File: config.mk
export PLATFORM = sky130hd
export DESIGN_NAME = q_sys_log_writer
export DESIGN_NICKNAME = d
export VERILOG_FILES = /design/src/rtl/q_sys_log_writer.sv
export SDC_FILE = /design/constraint.sdc
export NUM_CORES = 1
export LEC_CHECK = 0
export CORE_MARGIN = 2
export CORE_UTILIZATION = 45
export CTS_CLUSTER_DIAMETER = 40
export DETAILED_ROUTE_END_ITERATION = 7
export PLACE_DENSITY = 0.72
export SYNTH_ARGS = -nofsm -noshare
export SYNTH_HDL_FRONTEND = slang
export SYNTH_SLANG_ARGS = --single-unit
File: constraint.sdc
create_clock -name clk -period 3.4 [get_ports clk]
set_input_delay 0.34 -clock clk [delete_from_list [all_inputs] [get_ports clk]]
set_output_delay 0.34 -clock clk [all_outputs]
set_load 0.05 [all_outputs]
File: src/rtl/q_sys_log_writer.sv
// Circular-buffer capture engine: streams DAQ samples into the log RAM as an
// Avalon-MM write master and records where the trigger and pre-trigger window landed.
module q_sys_log_writer #(
  parameter int ADDR_W     = 14,
  parameter int DATA_W     = 16,
  parameter int FIFO_DEPTH = 4
) (
  input  logic              clk,
  input  logic              reset_n,
  input  logic              arm,
  input  logic              abort,
  input  logic [ADDR_W-1:0] pre_len,
  input  logic [ADDR_W-1:0] post_len,
  input  logic              in_valid,
  input  logic [DATA_W-1:0] in_data,
  input  logic              trig,
  output logic [ADDR_W-1:0] avm_address,
  output logic [1:0]        avm_byteenable,
  output logic              avm_chipselect,
  output logic              avm_write,
  output logic [DATA_W-1:0] avm_writedata,
  input  logic              avm_waitrequest,
  output logic              busy,
  output logic              done,
  output logic              overflow,
  output logic [ADDR_W-1:0] trig_addr,
  output logic [ADDR_W-1:0] start_addr
);

  localparam int PTR_W = (FIFO_DEPTH > 1) ? $clog2(FIFO_DEPTH) : 1;
  localparam int CNT_W = $clog2(FIFO_DEPTH + 1);

  typedef enum logic [2:0] {
    IDLE, PRE, WAIT_TRIG, POST, FLUSH, DONE, ABORT
  } state_t;

  state_t state, state_nxt;

  logic [ADDR_W-1:0] pre_q, post_q;
  logic [ADDR_W-1:0] len_cnt, len_cnt_nxt;
  logic [ADDR_W:0]   cnt_inc;

  logic [DATA_W:0]   mem [FIFO_DEPTH];
  logic [PTR_W-1:0]  wr_ptr, rd_ptr;
  logic [CNT_W-1:0]  count;
  logic [CNT_W:0]    occ;
  logic              out_tag;

  logic active, full, accept, drop, complete, pending;
  logic arm_go, abort_go, fifo_clr, trig_hit, load;

  // The entry sitting in the output register counts against FIFO_DEPTH,
  // so the whole engine buffers at most FIFO_DEPTH samples.
  assign occ      = {1'b0, count} + (CNT_W+1)'(avm_write);
  assign full     = occ >= (CNT_W+1)'(FIFO_DEPTH);
  assign active   = (state == PRE) || (state == WAIT_TRIG) || (state == POST);
  assign accept   = active && in_valid && !full;
  assign drop     = active && in_valid && full;
  assign complete = avm_write && !avm_waitrequest;
  assign pending  = avm_write && avm_waitrequest;
  assign arm_go   = arm && !abort && ((state == IDLE) || (state == DONE));
  assign abort_go = abort && (state != ABORT);
  assign fifo_clr = arm_go || abort_go;
  assign trig_hit = accept && (state == WAIT_TRIG) && trig;
  assign load     = (count != '0) && !pending && !fifo_clr;
  assign cnt_inc  = {1'b0, len_cnt} + 1'b1;

  assign busy           = (state == PRE) || (state == WAIT_TRIG) || (state == POST) || (state == FLUSH);
  assign done           = (state == DONE);
  assign avm_chipselect = avm_write;
  assign avm_byteenable = {2{avm_write}};

  always_ff @(posedge clk) begin
    if (!reset_n) begin
      state   <= IDLE;
      len_cnt <= '0;
      pre_q   <= '0;
      post_q  <= '0;
    end else begin
      state   <= state_nxt;
      len_cnt <= len_cnt_nxt;
      if (arm_go) begin
        pre_q  <= pre_len;
        post_q <= (post_len == '0) ? ADDR_W'(1) : post_len;
      end
    end
  end

  always_comb begin
    state_nxt   = state;
    len_cnt_nxt = len_cnt;
    case (state)
      IDLE, DONE: begin
        if (arm_go) begin
          state_nxt   = PRE;
          len_cnt_nxt = '0;
        end
      end
      PRE: begin
        if (len_cnt == pre_q) begin
          state_nxt   = WAIT_TRIG;
          len_cnt_nxt = '0;
        end else if (accept) begin
          len_cnt_nxt = cnt_inc[ADDR_W-1:0];
          if (cnt_inc == {1'b0, pre_q}) state_nxt = WAIT_TRIG;
        end
      end
      WAIT_TRIG: begin
        // The trigger sample is the first of the post-trigger window.
        if (trig_hit) begin
          len_cnt_nxt = ADDR_W'(1);
          state_nxt   = (post_q == ADDR_W'(1)) ? FLUSH : POST;
        end
      end
      POST: begin
        if (accept) begin
          len_cnt_nxt = cnt_inc[ADDR_W-1:0];
          if (cnt_inc == {1'b0, post_q}) state_nxt = FLUSH;
        end
      end
      FLUSH: begin
        if ((count == '0) && !pending) state_nxt = DONE;
      end
      ABORT: begin
        if (!pending) state_nxt = IDLE;
      end
      default: state_nxt = IDLE;
    endcase
    // A stalled write must still finish before the engine can return to IDLE.
    if (abort_go) state_nxt = pending ? ABORT : IDLE;
  end

  always_ff @(posedge clk) begin
    if (accept && !fifo_clr) mem[wr_ptr] <= {trig_hit, in_data};
  end

  always_ff @(posedge clk) begin
    if (!reset_n || fifo_clr) begin
      wr_ptr <= '0;
      rd_ptr <= '0;
      count  <= '0;
    end else begin
      if (accept) wr_ptr <= wr_ptr + 1'b1;
      if (load)   rd_ptr <= rd_ptr + 1'b1;
      case ({accept, load})
        2'b10:   count <= count + 1'b1;
        2'b01:   count <= count - 1'b1;
        default: count <= count;
      endcase
    end
  end

  // avm_address doubles as the ring write pointer.
  always_ff @(posedge clk) begin
    if (!reset_n) begin
      avm_write     <= 1'b0;
      avm_writedata <= '0;
      avm_address   <= '0;
      out_tag       <= 1'b0;
    end else begin
      if (arm_go)        avm_address <= '0;
      else if (complete) avm_address <= avm_address + 1'b1;
      if (load) begin
        avm_write     <= 1'b1;
        avm_writedata <= mem[rd_ptr][DATA_W-1:0];
        out_tag       <= mem[rd_ptr][DATA_W];
      end else if (complete) begin
        avm_write <= 1'b0;
      end
    end
  end

  always_ff @(posedge clk) begin
    if (!reset_n) begin
      overflow   <= 1'b0;
      trig_addr  <= '0;
      start_addr <= '0;
    end else if (arm_go) begin
      overflow   <= 1'b0;
      trig_addr  <= '0;
      start_addr <= '0;
    end else begin
      if (drop) overflow <= 1'b1;
      if (complete && out_tag) begin
        trig_addr  <= avm_address;
        start_addr <= avm_address - pre_q;
      end
    end
  end

endmodule

run_1/placement_by_type.png
Fill, decap, tap and diode cells in grey.
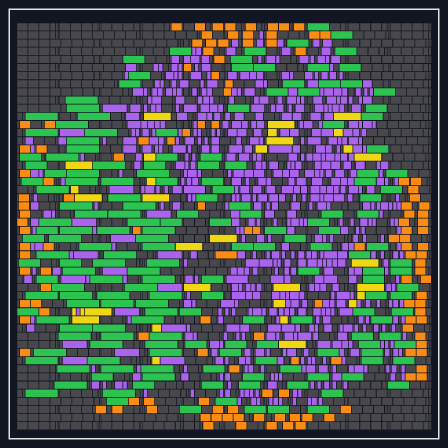
legend:
  orange:
    class: remaining buffers and delay cells
    cells: 130
    share_of_their_area: 12%
  yellow:
    class: clock drivers and dummy loads
    cells: 32
    share_of_their_area: 5.3%
  green:
    class: sequential cells
    cells: 181
    share_of_their_area: 42%
  purple:
    class: combinational and other logic
    cells: 641
    share_of_their_area: 40%
utilization after layout: 56.2%
Rows: 50
Core Box Area: 18800 um2

run_1/io_fan.png
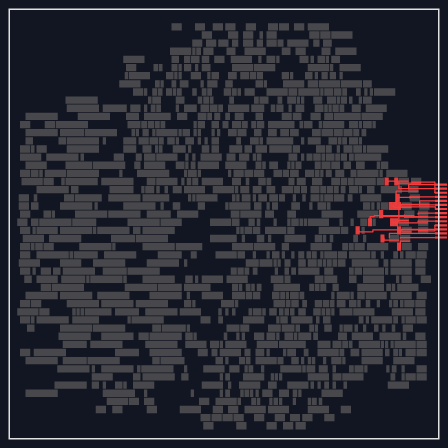
legend:
  red:
    port: `pre_len`
    bits: 14
    direction: input
    edge: east
    end_cells: 14
    buffers: 14
    wire: 299 um
I/O pins: 116
Port Buffers: 115

==> flow_summary.ini, run 1 <==
; physical design summary
[critical_path]
r2r-start = len_cnt[0]
slowest_stage = or4_4
reg2regPathDepth = 9
crit_chain = ha_1 -> nand4_4 -> or4_4 -> mux2i_1 -> o21ai_1 -> or4_1 -> o31ai_2 -> o211ai_2 -> mux2i_1
criticalPathCategory = reg -> reg
crit_top_cell = mux2i_1
start_kind = register
cpPeakStageDelay_ps = 570
required_ps = 3720
crit_path_end_kind = register
crit_arrival_ps = 3460

[layout]
syn2layout_area_growth_pct = 21.8
nets = 1044
diodes = 0

[detailed_routing]
wl_per_cell_um = 16.4
drt-vias-per-instance = 5.33
wl_met3_um = 1180
wl_met1_um = 9090
wl_um = 20500
drc = 0
drtIter0Drc = 442

[global_route]
grt_pass1_wl_um = 32600
antenna_found_initial = 0
grt_use_met2_pct = 34.3
use_met3_pct = 4.09
gr-usage-all-layers_pct = 20.4
grt_start_max_net_pins = 42
globalRoute.busiestLayer = met2
grt_pass1_vias = 6415
grt-ovfl-total = 0

[clock_tree]
numCtsBuffers = 17
clk_pin_slew_ps = 70
ctsLongestPathBuffers = 2
htree_levels = 4
cts_tree = done
insertion_delay_ps = 440
post_cts_resized = 0
root_buffer = clkbuf_16
cts_sinks = 181
postCtsSetupBuffers = 0
ctsHoldBuffers = 0

[logic_synthesis]
synth_area_per_cell_um2 = 9.90
syn-cell-area_um2 = 8690
ff_type = dfxtp_1
async_flop_share_pct = 0
yosysSeqAreaShare_pct = 49.5
logic_family = simple AND/OR/NAND/NOR gates
synth_nets = 951
ys_sh_mux_pct = 5.34
netlist_instances = 878
edf_count = 68
fa_ha_area_share_pct = 3.34
compound_area_share_pct = 11.3
ys_chip_area_um2 = 8690
synth_warnings = 0
synth.lib_cells_used.distinct = 62

[min_path]
holdPathStages = 2
hold_start = trig_addr[6]
hold_path_end = trig_addr[6]
min-delay-path-class = reg -> reg

[pwr]
comb_power_w = 0.000458
top_power_group = sequential cells
share_comb_of_total_power_pct = 9.9
seq_power_share_pct = 50.1
cellInternalPower_w = 0.00344
power_density_nw_per_um2 = 437
power.leakage_nw = 3.61
p_sw_w = 0.00119
clock_power_w = 0.00185
switching_share_pct = 25.7

[timing]
final-setup-viol-count = 0
hold_violations = 0
period_used_pct = 92.6
fin_hold_ws_ps = 454
fin_skew_ps = 6.31
tightest_slew_ps = 963

[run_status]
outcome = complete, no violations

[job]
warning_count = 29

[placed_design]
dp.final_hpwl_um = 14300
run_1/placement.png
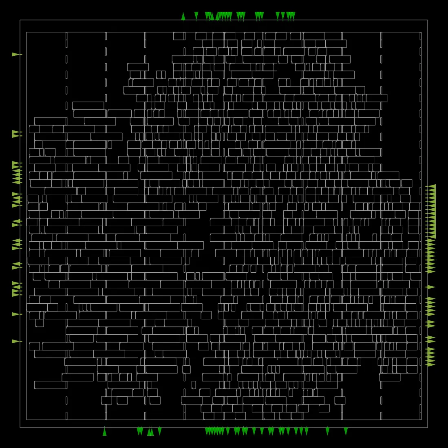
Fill cells: 1675
Tapcells: 260
fin cells: 1244
Flops: 181
flop share of the area: 40.7%

[run 1: synth_stat cells, types with 3 or more instances]
library cell	number	area, um2
and4_1	4	35.0
o21a_1	5	37.5
a22o_1	9	78.8
nor2_1	76	285
and2_1	7	43.8
and3_1	6	37.5
mux2i_1	7	70.1
ha_1	20	250
buf_2	6	30.0
nor3b_1	5	37.5
o31ai_1	3	22.5
mux4_2	17	383
o21ai_0	16	80.1
nand3_1	19	95.1
a31oi_1	5	31.3
xnor2_1	43	377
buf_1	4	15.0
or2_2	3	18.8
xor2_1	35	307
nor2b_1	6	37.5
or3_1	8	50.1
nor3_1	17	85.1
nand4_1	10	62.6
nand3b_1	3	22.5
clkbuf_1	36	135
a211oi_1	4	30.0
o211ai_1	5	37.5
nand2b_1	3	18.8
inv_1	27	101
a21boi_0	39	293
a21oi_1	43	215
or4_1	3	22.5
dfxtp_1	113	2260
nand2_1	150	563
edfxtp_1	68	2040
buf_4	8	60.1
nor4_1	12	75.1
[run 1: through the flow]
step / worst slack, ps / instances / cell area (um2)
floorplan: 496 / 878 / 8690
global placement: 398 / 1212 / 10000
detailed placement: 316 / 1212 / 10000
CTS: 281 / 1244 / 10600
global route: 101 / 1244 / 10600
finish: 252 / 1244 / 10600
[run 1: flip-flops by register name (all words and copies together) (netlist names), 3 cells and up]
| name | count |
|---|---|
| post_q | 14 |
| start_addr | 14 |
| avm_writedata | 16 |
| count | 3 |
| len_cnt | 14 |
| mem | 68 |
| state | 3 |
| trig_addr | 14 |
| pre_q | 14 |
| avm_address | 14 |
[run 1: critical path, delay by kind of cell (launching register included)]
family | cells | cell delay [ps]
multiplexers | 2 | 360
AND/OR/NAND/NOR | 3 | 1180
flip-flops | 1 | 480
adder cells (fa/ha/maj) | 1 | 390
AND-OR/OR-AND | 3 | 620
[run 1: placed cells by master (no fill, tap or decap), drive strengths merged, types with 5 or more instances in the layout]
master,synthesis,layout
clkdlybuf4s50,0,115
nor4,12,12
or3,8,8
ha,20,20
nor3b,5,5
mux4,17,17
nand2,150,150
a21oi,43,43
o211ai,6,6
clkinvlp,0,5
xor2,35,35
a22o,9,9
and2,7,7
nor3,17,17
nor2b,6,6
xnor2,43,43
mux2i,7,7
dfxtp,113,113
inv,27,33
nand4,12,12
nor2,76,76
buf,20,15
a21boi,39,39
clkbuf,36,18
o21ai,18,18
nand3,20,20
edfxtp,68,68
o21a,5,5
a31oi,5,5
and3,6,6
[run 1: cell type report]
| type | instances | area (um2) |
|---|---|---|
| Sequential cell | 181 | 4300 |
| Timing Repair Buffer | 130 | 1280 |
| Fill cell | 1675 | 8250 |
| Inverter | 27 | 101 |
| Multi-Input combinational cell | 614 | 4030 |
| Clock inverter | 14 | 119 |
| Tap cell | 260 | 325 |
| Clock buffer | 18 | 429 |
[run 1: worst max path at each step]
| stage | startpoint | endpoint | slack, ps | cells past startpoint |
|---|---|---|---|---|
| final | len_cnt[0] | state[1] | 250 | 9 |
| after global routing | len_cnt[0] | state[2] | 100 | 9 |
| after CTS | len_cnt[0] | state[1] | 280 | 9 |
| after detailed placement | len_cnt[0] | state[1] | 320 | 9 |
| after global placement | len_cnt[0] | state[0] | 400 | 9 |
| after floorplan | state[0] | count[2] | 500 | 15 |
--- run 2 (diff from run 1) ---
- SKIP_LAST_GASP: unset -> 1
run_2/layer_met2.png
Cells faint in the background.
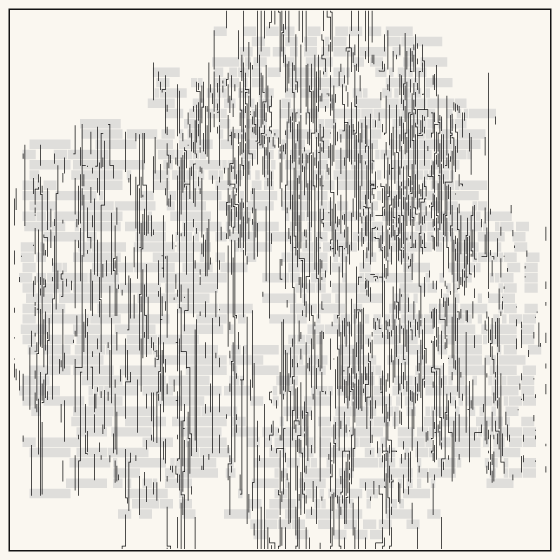
main direction: vertical
longest straight run: 57.1 um
via count: 6626
met2 Use GR: 34.3%
final WL: 20500 um

run_2/layer_met3.png
Bar = 50 um.
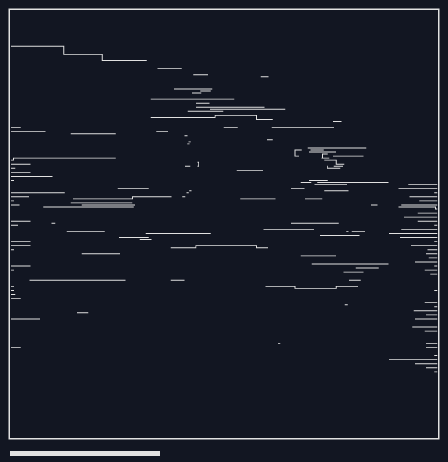
share of all routed wire: 5.8%
main direction: horizontal
routing usage on met3: 4.09%

==> flow_summary.ini, run 2 <==
; physical design summary
[run_status]
outcome = complete, no violations

[logic_synthesis]
ys_sh_mux_pct = 5.34
synth_nets = 951
yosysTopAreaCell = dfxtp_1
ys_sh_simple_pct = 18.4
synth_area_per_cell_um2 = 9.90
ff_type = dfxtp_1
fa_ha_area_share_pct = 3.34
async_flop_share_pct = 0
synth_warnings = 0
synthXorXnorAreaFrac_pct = 7.86
ys_ff = 181
yosysSeqAreaShare_pct = 49.5
yosys-top-cells-area = dfxtp_1 26%, edfxtp_1 23%, nand2_1 6.5%
ys_cells = 878
synth.lib_cells_used.distinct = 62
edf_count = 68
yosys-top-cells-count = 150 x nand2_1, 113 x dfxtp_1, 76 x nor2_1
yosys.area.top_type_share_pct = 26.0
netlist_instances = 878
ys_chip_area_um2 = 8690
logic_family = simple AND/OR/NAND/NOR gates
compound_area_share_pct = 11.3
syn-cell-area_um2 = 8690
post-synth-top-count-cell = nand2_1

[placed_design]
gp_congestion = 0.886
placed_area_um2 = 10000
dp.final_hpwl_um = 14300
io_buffers = 115

[timing]
fmax_mhz = 318
hold_violations = 0
final-setup-viol-count = 0
grt_setup_unrepaired = no
tightest_slew_ps = 963
final.setup.tns_ps = 0
fin_skew_ps = 6.31
period_used_pct = 92.6
final_max_slew_viol_count = 0
maxSlewHeadroom_pct = 35.8
min_period_ps = 3150

[clock_tree]
cts_tree = done
ctsHoldBuffers = 0
postCtsSetupBuffers = 0
post_cts_resized = 0
root_buffer = clkbuf_16
clk_pin_slew_ps = 70
insertion_delay_ps = 440
htree_levels = 4
cts_sinks = 181
numCtsBuffers = 17
ctsLongestPathBuffers = 2

[detailed_routing]
drtIter0Drc = 442
drt-vias-per-instance = 5.33
ant_nets = 0
drc = 0
dr.pass1.iters = 5
wl_per_cell_um = 16.4

[floorplanning]
die_w_um = 143
die_area_um2 = 20400
core_um2 = 18800
fp.dieH_um = 143
num_rows = 50
initCoreUtil_pct = 46.2
ios = 116

[critical_path]
crit_chain = ha_1 -> nand4_4 -> or4_4 -> mux2i_1 -> o21ai_1 -> or4_1 -> o31ai_2 -> o211ai_2 -> mux2i_1
crit_arrival_ps = 3460
crit_path_end_kind = register
cpPeakStageDelay_ps = 570
criticalPathCategory = reg -> reg
crit_top_cell = mux2i_1
required_ps = 3720
start_kind = register
slowest_stage = or4_4
crit_fanout = 8

[pwr]
power.leakage_nw = 3.61
clkPwrFrac_pct = 40.0
switching_share_pct = 25.7
cellInternalPower_w = 0.00344
power_density_nw_per_um2 = 437
seq_power_share_pct = 50.1
p_sw_w = 0.00119
share_comb_of_total_power_pct = 9.9
max-vdd-ir-drop_mv = 0.448

[global_route]
gr-usage-all-layers_pct = 20.4
grt_pass1_vias = 6415
grt_start_max_net_pins = 42
antenna_found_initial = 0
grt-ovfl-total = 0
grt_pass1_wl_um = 32600

[layout]
diodes = 0
nets = 1044
final_cell_mix = 150 x nand2_1, 115 x clkdlybuf4s50_1, 113 x dfxtp_1
layout_top_cell = nand2_1
drive_above_1_share_pct = 7.62
largestRegisters = mem (68), avm_writedata (16)
largest_reg_flops = 68
syn2layout_area_growth_pct = 21.8
top_register = mem
final_area_um2 = 10600

[job]
maxCapViolations = 0
warning_count = 29

[min_path]
min-delay-path-class = reg -> reg
[run 2: cell counts in the layout (fill, tap and decap cells not counted)]
No cell type changed its count.
[run 2: metrics by stage]
stage	cells	hold WS, ps	utilization [%]	worst slack, ps	power [W]
after floorplan	878	439	-	496	0.00264
after global placement	1212	442	53.3	398	0.00281
after detailed placement	1212	447	53.3	316	0.00282
after CTS	1244	456	56.2	281	0.00465
after global routing	1244	466	56.2	101	0.00478
final	1244	454	56.2	252	0.00463
[run 2: layout make-up]
| class | instances | area (um2) |
|---|---|---|
| fillers | 1675 | 8250 |
| flip-flops and latches | 181 | 4300 |
| well taps | 260 | 325 |
| repair buffers | 130 | 1280 |
| multi-input cells | 614 | 4030 |
| clock inverters | 14 | 119 |
| clock buffers | 18 | 429 |
| inverters | 27 | 101 |
[run 2: final timing paths]
path	startpoint	endpoint	slack, ps	depth (start not counted)
worst max-delay path	len_cnt[0]	state[1]	250	9
worst min-delay path	trig_addr[6]	trig_addr[6]	450	2
worst max register to register	len_cnt[0]	state[1]	250	9
worst min register to register	trig_addr[6]	trig_addr[6]	450	2
[run 2: routing by layer]
layer | vias to the layer above | wire length, um | track usage [%] | share of wire [%]
met5 | - | 0 | 0 | 0
met4 | 0 | 296 | 6.41 | 1.4
met3 | 25 | 1180 | 4.09 | 5.8
li1 | 3242 | - | - | -
met1 | 3159 | 9090 | 26.6 | 44
met2 | 200 | 9890 | 34.3 | 48
[run 2: power by group through the flow]
stage	Clock, W	Combinational (W)	Sequential (W)
final	0.00185	0.000458	0.00232
after global routing	0.00196	0.000501	0.00232
after CTS	0.00187	0.000456	0.00232
after detailed placement	0	0.000451	0.00237
after global placement	0	0.000446	0.00236
after floorplan	0	0.000286	0.00236
[run 2: kinds of logic after synthesis]
group           after synthesis
mux                          25
buf+inv                      83
simple gates                342
xor+xnor                     78
compound gates              147
fa+ha+maj                    22
flops                       181
[run 2: worst max-delay path, delay by kind of cell, from the launching register on]
| family | cells | cell delay (ps) |
|---|---|---|
| adders and majority gates | 1 | 390 |
| AOI/OAI and AO/OA | 3 | 620 |
| muxes | 2 | 360 |
| DFF | 1 | 480 |
| and+or+nand+nor | 3 | 1180 |
--- run 3 (diff from run 2) ---
- TNS_END_PERCENT: unset -> 10
run_3/placement_by_type.png
Fill, decap, tap and diode cells in grey.
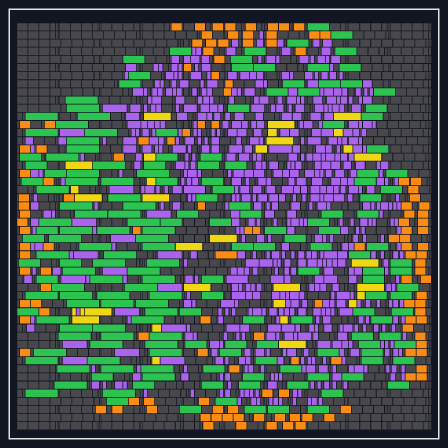
legend:
  yellow:
    class: clock drivers and dummy loads
    cells: 32
    share_of_their_area: 5.3%
  purple:
    class: combinational and other logic
    cells: 641
    share_of_their_area: 40%
  orange:
    class: remaining buffers and delay cells
    cells: 130
    share_of_their_area: 12%
  green:
    class: sequential cells
    cells: 181
    share_of_their_area: 42%
post-route cell area: 10600 um2

==> flow_summary.ini, run 3 <==
; physical design summary
[run_status]
outcome = complete, no violations

[logic_synthesis]
synth.lib_cells_used.distinct = 62
async_flop_share_pct = 0
yosys-top-cells-area = dfxtp_1 26%, edfxtp_1 23%, nand2_1 6.5%
ff_type = dfxtp_1
syn-cell-area_um2 = 8690
ys_chip_area_um2 = 8690
yosys-top-cells-count = 150 x nand2_1, 113 x dfxtp_1, 76 x nor2_1
synth_area_per_cell_um2 = 9.90
edf_count = 68
yosysSeqAreaShare_pct = 49.5
synth_nets = 951
synth_warnings = 0
ys_cells = 878
yosys.area.top_type_share_pct = 26.0
ys_ff = 181
yosysTopAreaCell = dfxtp_1
netlist_instances = 878
post-synth-top-count-cell = nand2_1

[timing]
tightest_slew_ps = 963
final.setup.tns_ps = 0
fmax_mhz = 318
final_max_slew_viol_count = 0
grt_setup_unrepaired = no
hold_violations = 0
maxSlewHeadroom_pct = 35.8
final-setup-viol-count = 0
period_used_pct = 92.6
min_period_ps = 3150
fin_skew_ps = 6.31

[pwr]
share_comb_of_total_power_pct = 9.9
switching_share_pct = 25.7
seq_power_share_pct = 50.1
power.leakage_nw = 3.61
p_sw_w = 0.00119
cellInternalPower_w = 0.00344
clkPwrFrac_pct = 40.0
power_density_nw_per_um2 = 437
max-vdd-ir-drop_mv = 0.448

[global_route]
grt_pass1_vias = 6415
gr-usage-all-layers_pct = 20.4
grt-ovfl-total = 0
antenna_found_initial = 0
grt_pass1_wl_um = 32600
grt_start_max_net_pins = 42

[critical_path]
r2r_slack_ps = 250
cpPeakStageDelay_ps = 570
crit_fanout = 8
cp_num_buf_inv = 0
crit_top_cell = mux2i_1
crit_arrival_ps = 3460
crit_path_end_kind = register
crit_chain = ha_1 -> nand4_4 -> or4_4 -> mux2i_1 -> o21ai_1 -> or4_1 -> o31ai_2 -> o211ai_2 -> mux2i_1
required_ps = 3720
critPathTopFamily = simple AND/OR/NAND/NOR gates
start_kind = register
slowest_stage = or4_4
criticalPathCategory = reg -> reg

[layout]
top_register = mem
largestRegisters = mem (68), avm_writedata (16)
final_cell_mix = 150 x nand2_1, 115 x clkdlybuf4s50_1, 113 x dfxtp_1
nets = 1044
layout_top_cell = nand2_1
largest_reg_flops = 68
fill_cells = 1675
syn2layout_area_growth_pct = 21.8
diodes = 0
drive_above_1_share_pct = 7.62

[job]
maxCapViolations = 0
warning_count = 29

[placed_design]
gp_congestion = 0.886
dp.final_hpwl_um = 14300
placed_area_um2 = 10000
io_buffers = 115

[clock_tree]
insertion_delay_ps = 440
post_cts_resized = 0
postCtsSetupBuffers = 0
cts_sinks = 181
cts_tree = done
ctsHoldBuffers = 0
htree_levels = 4
clk_pin_slew_ps = 70
ctsLongestPathBuffers = 2
root_buffer = clkbuf_16
numCtsBuffers = 17

[floorplanning]
fp.dieH_um = 143
core_um2 = 18800
ios = 116
die_w_um = 143
die_area_um2 = 20400
num_rows = 50
initCoreUtil_pct = 46.2

[detailed_routing]
drc = 0
vias = 6626
wl_per_cell_um = 16.4
ant_nets = 0
drt-vias-per-instance = 5.33
wl_um = 20500
dr.pass1.iters = 5
drtIter0Drc = 442

[min_path]
min-delay-path-class = reg -> reg
run_3/io_fan.png
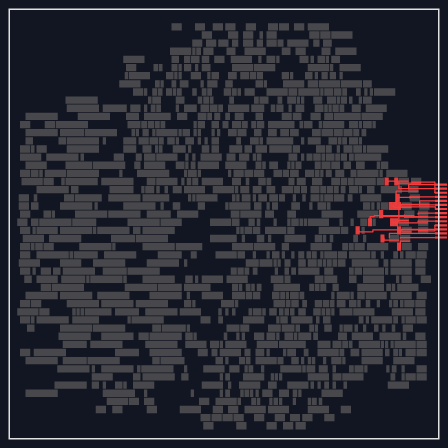
legend:
  red:
    port: `pre_len`
    bits: 14
    direction: input
    edge: east
    end_cells: 14
    buffers: 14
    wire: 299 um

[run 3: worst reg2reg max path: cells and delay by family (launching register included)]
kind,cells,cell delay (ps)
and+or+nand+nor,3,1180
AOI/OAI and AO/OA,3,620
DFF,1,480
adders and majority gates,1,390
muxes,2,360
[run 3: path summary, 6_finish.rpt]
path                                     end  depth (start not counted)    startpoint
worst min register to register  trig_addr[6]                          2  trig_addr[6]
worst min-delay path            trig_addr[6]                          2  trig_addr[6]
worst max register to register      state[1]                          9    len_cnt[0]
worst max-delay path                state[1]                          9    len_cnt[0]
[run 3: metal layers]
layer | global-route usage [%] | vias up | part of all wire, %
li1 | - | 3242 | -
met1 | 26.6 | 3159 | 44
met2 | 34.3 | 200 | 48
met3 | 4.09 | 25 | 5.8
met4 | 6.41 | 0 | 1.4
met5 | 0 | - | 0
[run 3: cell type report]
| cell class | instances | area [um2] | area share, % |
|---|---|---|---|
| Tap cell | 260 | 325 | 3.07 |
| Inverter | 27 | 101 | 0.957 |
| Clock buffer | 18 | 429 | 4.05 |
| Multi-Input combinational cell | 614 | 4030 | 38.1 |
| Sequential cell | 181 | 4300 | 40.7 |
| Timing Repair Buffer | 130 | 1280 | 12.1 |
| Clock inverter | 14 | 119 | 1.12 |
[run 3: logic make-up (layout without fill, tap and decap cells)]
group | Yosys count | after routing | share of synthesized area [%]
buf+inv | 83 | 189 | 4.19
fa+ha+maj | 22 | 22 | 3.34
compound gates | 147 | 147 | 11.3
xor+xnor | 78 | 78 | 7.86
mux | 25 | 25 | 5.34
flops | 181 | 181 | 49.5
simple gates | 342 | 342 | 18.4
[run 3: metrics by stage]
step	utilization, %	setup slack (ps)	std cells	hold WS, ps	power (W)
6_report	56.2	252	1244	454	0.00463
4_1_cts	56.2	281	1244	456	0.00465
5_1_grt	56.2	101	1244	466	0.00478
3_3_place_gp	53.3	398	1212	442	0.00281
2_1_floorplan	-	496	878	439	0.00264
3_5_place_dp	53.3	316	1212	447	0.00282
[run 3: power by group through the flow]
stage	registers, W	logic (W)	clock network (W)
final	0.00232	0.000458	0.00185
after global routing	0.00232	0.000501	0.00196
after CTS	0.00232	0.000456	0.00187
after detailed placement	0.00237	0.000451	0
after global placement	0.00236	0.000446	0
after floorplan	0.00236	0.000286	0
Power and IR drop assume default switching activity.
